`src/rtl/sat_accum.sv`:
```
// Two-stage saturating accumulator with valid/ready on both sides, built around
// a 16-bit carry-lookahead saturating adder/subtractor (cla_16bit).

module cla_16bit (
  input  logic [15:0] a,
  input  logic [15:0] b,
  input  logic        cin,
  output logic [15:0] sum,
  output logic        ovfl
);

  logic [15:0] b_eff;
  logic [15:0] p;
  logic [15:0] g;
  logic [15:0] c;
  logic [15:0] raw;
  logic [3:0]  grp_g;
  logic [3:0]  grp_p;
  logic [2:0]  grp_c;
  logic [3:0]  grp_cin;
  logic        c_out;

  function automatic logic [2:0] lookahead3(input logic [2:0] gi, input logic [2:0] pi,
                                            input logic c0);
    logic [2:0] cc;
    cc[0] = gi[0] | (pi[0] & c0);
    cc[1] = gi[1] | (pi[1] & gi[0]) | (pi[1] & pi[0] & c0);
    cc[2] = gi[2] | (pi[2] & gi[1]) | (pi[2] & pi[1] & gi[0]) | (pi[2] & pi[1] & pi[0] & c0);
    return cc;
  endfunction

  function automatic logic carry_out4(input logic [3:0] gi, input logic [3:0] pi,
                                      input logic c0);
    return gi[3] | (pi[3] & gi[2]) | (pi[3] & pi[2] & gi[1]) |
           (pi[3] & pi[2] & pi[1] & gi[0]) | (&pi & c0);
  endfunction

  // Subtraction is a + ~b + 1, so cin doubles as the operand-invert select.
  assign b_eff = b ^ {16{cin}};
  assign p     = a ^ b_eff;
  assign g     = a & b_eff;

  genvar k;
  generate
    for (k = 0; k < 4; k++) begin : g_grp
      assign grp_g[k] = carry_out4(g[4*k +: 4], p[4*k +: 4], 1'b0);
      assign grp_p[k] = &p[4*k +: 4];
      assign c[4*k]   = grp_cin[k];
      assign c[4*k+1 +: 3] = lookahead3(g[4*k +: 3], p[4*k +: 3], grp_cin[k]);
    end
  endgenerate

  assign grp_c   = lookahead3(grp_g[2:0], grp_p[2:0], cin);
  assign grp_cin = {grp_c, cin};
  assign c_out   = carry_out4(grp_g, grp_p, cin);

  // On overflow both operands share a sign, and that sign is the true result sign.
  assign raw  = p ^ c;
  assign ovfl = c_out ^ c[15];
  assign sum  = ovfl ? (a[15] ? 16'h8000 : 16'h7FFF) : raw;

endmodule

module sat_accum (
  input  logic        clk,
  input  logic        rst,
  input  logic        in_valid,
  output logic        in_ready,
  input  logic [1:0]  in_op,
  input  logic [15:0] in_data,
  output logic        out_valid,
  input  logic        out_ready,
  output logic [15:0] out_acc,
  output logic        out_n,
  output logic        out_z,
  output logic        out_v,
  output logic        sticky_v
);

  typedef enum logic [1:0] {OP_ADD = 2'b00, OP_SUB = 2'b01, OP_LOAD = 2'b10, OP_CLR = 2'b11} op_e;

  logic        e_valid_q, e_valid_d;
  op_e         e_op_q, e_op_d;
  logic [15:0] e_data_q, e_data_d;
  logic [15:0] acc_q, acc_d;
  logic        out_valid_q, out_valid_d;
  logic        out_n_q, out_n_d;
  logic        out_z_q, out_z_d;
  logic        out_v_q, out_v_d;
  logic        sticky_v_q, sticky_v_d;

  logic        advance;
  logic        in_fire;
  logic        e_fire;
  logic [15:0] cla_sum;
  logic        cla_ovfl;
  logic [15:0] result;
  logic        result_v;

  assign advance  = ~out_valid_q | out_ready;
  assign in_ready = ~e_valid_q | advance;
  assign in_fire  = in_valid & in_ready;
  assign e_fire   = e_valid_q & advance;

  cla_16bit u_cla (
    .a    (acc_q),
    .b    (e_data_q),
    .cin  (e_op_q == OP_SUB),
    .sum  (cla_sum),
    .ovfl (cla_ovfl)
  );

  always_comb begin
    result   = 16'h0000;
    result_v = 1'b0;
    case (e_op_q)
      OP_ADD, OP_SUB: begin
        result   = cla_sum;
        result_v = cla_ovfl;
      end
      OP_LOAD: result = e_data_q;
      default: result = 16'h0000;
    endcase
  end

  // The output register doubles as the accumulator, so out_acc is frozen
  // exactly when E is stalled.
  always_comb begin
    e_valid_d   = e_valid_q;
    e_op_d      = e_op_q;
    e_data_d    = e_data_q;
    acc_d       = acc_q;
    out_valid_d = out_valid_q;
    out_n_d     = out_n_q;
    out_z_d     = out_z_q;
    out_v_d     = out_v_q;
    sticky_v_d  = sticky_v_q;

    if (in_fire) begin
      e_valid_d = 1'b1;
      e_op_d    = op_e'(in_op);
      e_data_d  = in_data;
    end else if (e_fire) begin
      e_valid_d = 1'b0;
    end

    if (e_fire) begin
      acc_d       = result;
      out_valid_d = 1'b1;
      out_n_d     = result[15];
      out_z_d     = (result == 16'h0000);
      out_v_d     = result_v;
      if (result_v)
        sticky_v_d = 1'b1;
      else if (e_op_q == OP_CLR)
        sticky_v_d = 1'b0;
    end else if (out_valid_q & out_ready) begin
      out_valid_d = 1'b0;
    end
  end

  always_ff @(posedge clk) begin
    if (rst) begin
      e_valid_q   <= 1'b0;
      e_op_q      <= OP_ADD;
      e_data_q    <= 16'h0000;
      acc_q       <= 16'h0000;
      out_valid_q <= 1'b0;
      out_n_q     <= 1'b0;
      out_z_q     <= 1'b0;
      out_v_q     <= 1'b0;
      sticky_v_q  <= 1'b0;
    end else begin
      e_valid_q   <= e_valid_d;
      e_op_q      <= e_op_d;
      e_data_q    <= e_data_d;
      acc_q       <= acc_d;
      out_valid_q <= out_valid_d;
      out_n_q     <= out_n_d;
      out_z_q     <= out_z_d;
      out_v_q     <= out_v_d;
      sticky_v_q  <= sticky_v_d;
    end
  end

  assign out_valid = out_valid_q;
  assign out_acc   = acc_q;
  assign out_n     = out_n_q;
  assign out_z     = out_z_q;
  assign out_v     = out_v_q;
  assign sticky_v  = sticky_v_q;

endmodule

```
`config.mk`:
```
export PLATFORM = sky130hd
export DESIGN_NAME = sat_accum
export DESIGN_NICKNAME = d
export VERILOG_FILES = /design/src/rtl/sat_accum.sv
export SDC_FILE = /design/constraint.sdc
export NUM_CORES = 1
export LEC_CHECK = 0
export CAP_MARGIN = 20
export CORE_ASPECT_RATIO = 1.25
export CORE_UTILIZATION = 25
export CTS_CLUSTER_DIAMETER = 150
export DETAILED_ROUTE_END_ITERATION = 10
export GPL_ROUTABILITY_DRIVEN = 0
export PLACE_DENSITY_LB_ADDON = 0.3
export SKIP_CTS_REPAIR_TIMING = 1
export SYNTH_ARGS = -nofsm -noshare
export SYNTH_HDL_FRONTEND = slang
export SYNTH_HIERARCHICAL = 1
export SYNTH_SLANG_ARGS = --single-unit
```
`constraint.sdc`:
```
create_clock -name clk -period 5.6 [get_ports clk]
set_input_delay 0.56 -clock clk [delete_from_list [all_inputs] [get_ports clk]]
set_output_delay 0.56 -clock clk [all_outputs]
set_load 0.1 [all_outputs]
```
==> results.yml <==
# yosys + openroad results
die:
  design.core.area_sq_mm: 0.0110
  die_x_um: 97.0
  fp_util_pct: 25.6
  io_pins: 44
  num_rows: 43
  dieArea_sq_mm: 0.0117
  die_h_um: 121
yosys:
  ys_ff: 39
  ys_cells: 353
  ys_seq_share_pct: 27.7
  synth-area-yosys_sq_mm: 0.00282
  top_area_share_pct: 27.7
  syn_nets: 394
  yosys_warnings: 6
  synth.avg_cell_area_sq_um: 8.00
  edf_count: 0
  synth-async-reset-ratio_pct: 0
  yosysUniqueCellTypes: 58
  synth-main-ff-cell: "dfxtp_1"
  syn_area_sq_mm: 0.00282
  yosysTopAreaCell: "dfxtp_1"
  synthTopCellsByArea: "dfxtp_1, ha_1, nand2_1, a21oi_1, xor2_1"
  syn_inst: 353
layout:
  insertedDiodeCount: 0
  nets: 428
  drive_gt1_share_pct: 8.27
  lay_top_cells: "nand2_1, clkdlybuf4s50_1, dfxtp_1"
  area_delta_synth_final_pct: 23.6
sta:
  final_hold_viol_count: 0
  timing.fmax_ghz: 0.224
  fin_setup_tns_ns: 0
  finalClockPeriodUsage_pct: 79.6
  finalSetupViolCount: 0
  post-route-min-period_ns: 4.46
  drv_slew: 0
  worst_pin_slew_ns: 0.979
  rsz0062_at_grt: "false"
  max_slew_margin_pct: 34.5
cts:
  cts-root-buf: "clkbuf_16"
  cts_buffer_depth: 2
  h-tree-depth: 2
  cts_tree: "built"
  path_clk_slew_ns: 0.06
detailed_routing:
  drtIter0Drc: 132
  first_pass_iters: 4
  drc: 0
  routed_via_density: 4.95
  drtAntennaViolNets: 0
setup_path:
  ff2ff_path_depth: 15
  r2r_start: "e_op_q[1]"
  cp-start-kind: "flip-flop"
  crit_fanout: 41
  crit_arrival_ns: 4.70
  required_ns: 5.84
  crit_end: "out_z"
  crit_type: "flip-flop to flip-flop"
  r2r_end: "out_z"
  r2r_slack_ns: 1.14
  crit_path_start: "e_op_q[1]"
  worst_setup_path_end_kind: "flip-flop"
placed_design:
  place_inst: 514
  port_buffers: 43
  dpl.hpwl_mm: 5.77
grt:
  grt_overflow: 0
  grt_pass1_wl_mm: 12.9
  grt_pass1_vias: 2696
  grt_util_met3_pct: 2.54
  grt-busiest-layer: "met2"
  grt_max_degree: 42
  antenna_found_initial: 0
  grtUsageMet2_pct: 24.8
  grtUsageMet1_pct: 16.0
pwr:
  ir_drop_mv: 0.140
  pwr-share-comb_pct: 37.9
  seq_power_share_pct: 30.8
  switchingPower_mw: 0.382
  powerDensity_mw_per_mm2: 298
  leakagePower_nw: 1.41
  p_sw_share_pct: 36.8
  intPower_mw: 0.657
hold_path:
  hp-class: "flip-flop to flip-flop"
  whs_path_depth: 2
run_status:
  status: "finished, final reports clean"
job:
  cap_violations: 0
  warnings: 26
cell usage after synthesis, types with 2 or more instances:
library cell	n
nor2b_1	16
buf_6	5
ha_1	16
nor2_1	24
o211ai_1	3
o22ai_1	2
o21ai_0	9
dfxtp_1	39
clkbuf_1	4
a211oi_1	3
nor4_1	5
a311oi_1	14
buf_1	2
buf_2	7
fa_1	3
nor3b_1	2
a21oi_1	30
inv_2	2
nor3_1	20
nand2_2	2
xor2_1	16
xnor2_1	9
a21o_1	11
nand2b_1	2
o311ai_0	2
a31oi_1	4
nand2_1	45
or3_1	3
mux2i_1	6
buf_4	3
nand3_1	5
inv_1	13
metal layers:
layer | up-vias | share of wire [%]
met5 | - | 0
met2 | 45 | 50
met3 | 10 | 2.6
met4 | 0 | 1.4
li1 | 1326 | -
met1 | 1204 | 46
registers in the layout, indices dropped and copies added, names as in the netlist:
register   flops
e_data_q      16
e_op_q         2
e_valid_q      1
out_acc       16
out_v          1
out_valid      1
out_z          1
sticky_v       1
power by group through the flow:
stage / Sequential [mW] / Clock (mW) / Combinational [mW]
after global placement: 0.326 / 0 / 0.389
after global routing: 0.323 / 0.345 / 0.428
final: 0.320 / 0.325 / 0.394
after detailed placement: 0.326 / 0 / 0.391
after CTS: 0.320 / 0.335 / 0.393
after floorplan: 0.401 / 0 / 0.227
logic make-up after synthesis:
| logic type | share of synthesized area [%] |
|---|---|
| xor+xnor | 7.76 |
| compound gates | 22.6 |
| mux | 2.13 |
| fa+ha+maj | 9.22 |
| simple gates | 23.8 |
| flops | 27.7 |
| buf+inv | 6.83 |
worst min-delay path by stage:
| stage | start | endpoint | slack [ns] |
|---|---|---|---|
| 2_1_floorplan | e_data_q[13] | e_data_q[13] | 0.46 |
| 3_3_place_gp | out_v | out_v | 0.46 |
| 3_5_place_dp | out_v | out_v | 0.46 |
| 4_1_cts | out_v | out_v | 0.48 |
| 5_1_grt | out_v | out_v | 0.51 |
| 6_report | out_v | out_v | 0.48 |
per-stage QoR:
| stage | area (sq um) | setup slack, ns | power [mW] | utilization [%] | hold WS (ns) |
|---|---|---|---|---|---|
| CTS | 3480 | 0.867 | 1.05 | 31.6 | 0.480 |
| floorplan | 2820 | 1.31 | 0.628 | - | 0.461 |
| finish | 3490 | 1.14 | 1.04 | 31.6 | 0.478 |
| global route | 3490 | 0.764 | 1.10 | 31.6 | 0.508 |
| global placement | 3320 | 0.995 | 0.715 | 30.1 | 0.461 |
| detailed placement | 3320 | 0.885 | 0.718 | 30.1 | 0.462 |
critical path: stages (launching register included):
cell	delay, ns
dfxtp_1	0.30
buf_4	0.25
nor2_2	0.80
xor2_1	0.16
ha_1	0.36
a211o_2	0.37
a211oi_1	0.39
or4_1	0.30
a21oi_1	0.13
or2_4	0.32
inv_2	0.16
mux2i_1	0.11
nor4_1	0.32
nand4_1	0.13
mux2i_1	0.15
a31o_1	0.15
layout make-up:
cell class	count	area (sq um)
clock inverter	2	37.5
timing repair buffer	48	468
multi-input combinational	278	1850
fill	1166	7540
clock buffer	5	125
inverter	15	56.3
sequential	39	781
tap	135	169
**Gate-type map**

Scale: 2 px per um.
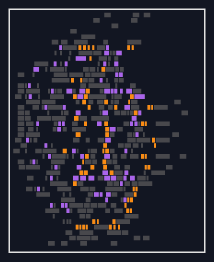
Purple is inverting AOI/OAI gates, cells 73. Orange is NOR gates, cells 67.
Finished Layout Cells: 522
most frequent logic cell in the layout: nand2_1
logic share of the area: 53.1%

**Routed clock nets over the placement**

Scale: 2 px per um.
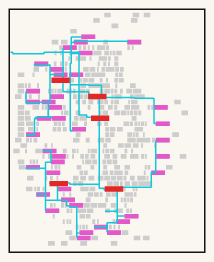
Magenta is flip-flops, count 39. Red is cells driving clock nets, count 5. Cyan is clock wires, length 612 um.
There are 6 routed clock nets.
Worst Skew: 0.00717 ns
Latency at later pin: 0.29 ns
clock network power share: 31.3%
clock network power: 0.325 mW

**Signal wires by layer**

Scale: 4 px per um.
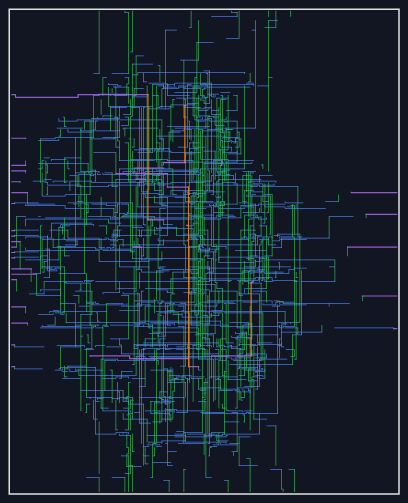
Blue is met1, wire length 3,520 um. Orange is met4, wire length 109 um. Green is met2, wire length 3,820 um. Purple is met3, wire length 202 um.
drt total wl: 7.65 mm
via count: 2,585
overall fraction of global-route tracks in use: 13.7%
WL/cell: 14.6 um

**Clock nets**

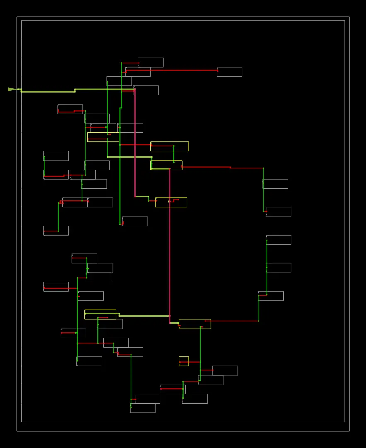
clock net sink count: 39
clock buffer count: 5
TritonCTS buffer count: 5
Flops: 39

Power figures rest on the tool's default switching activity, not on a simulated workload.
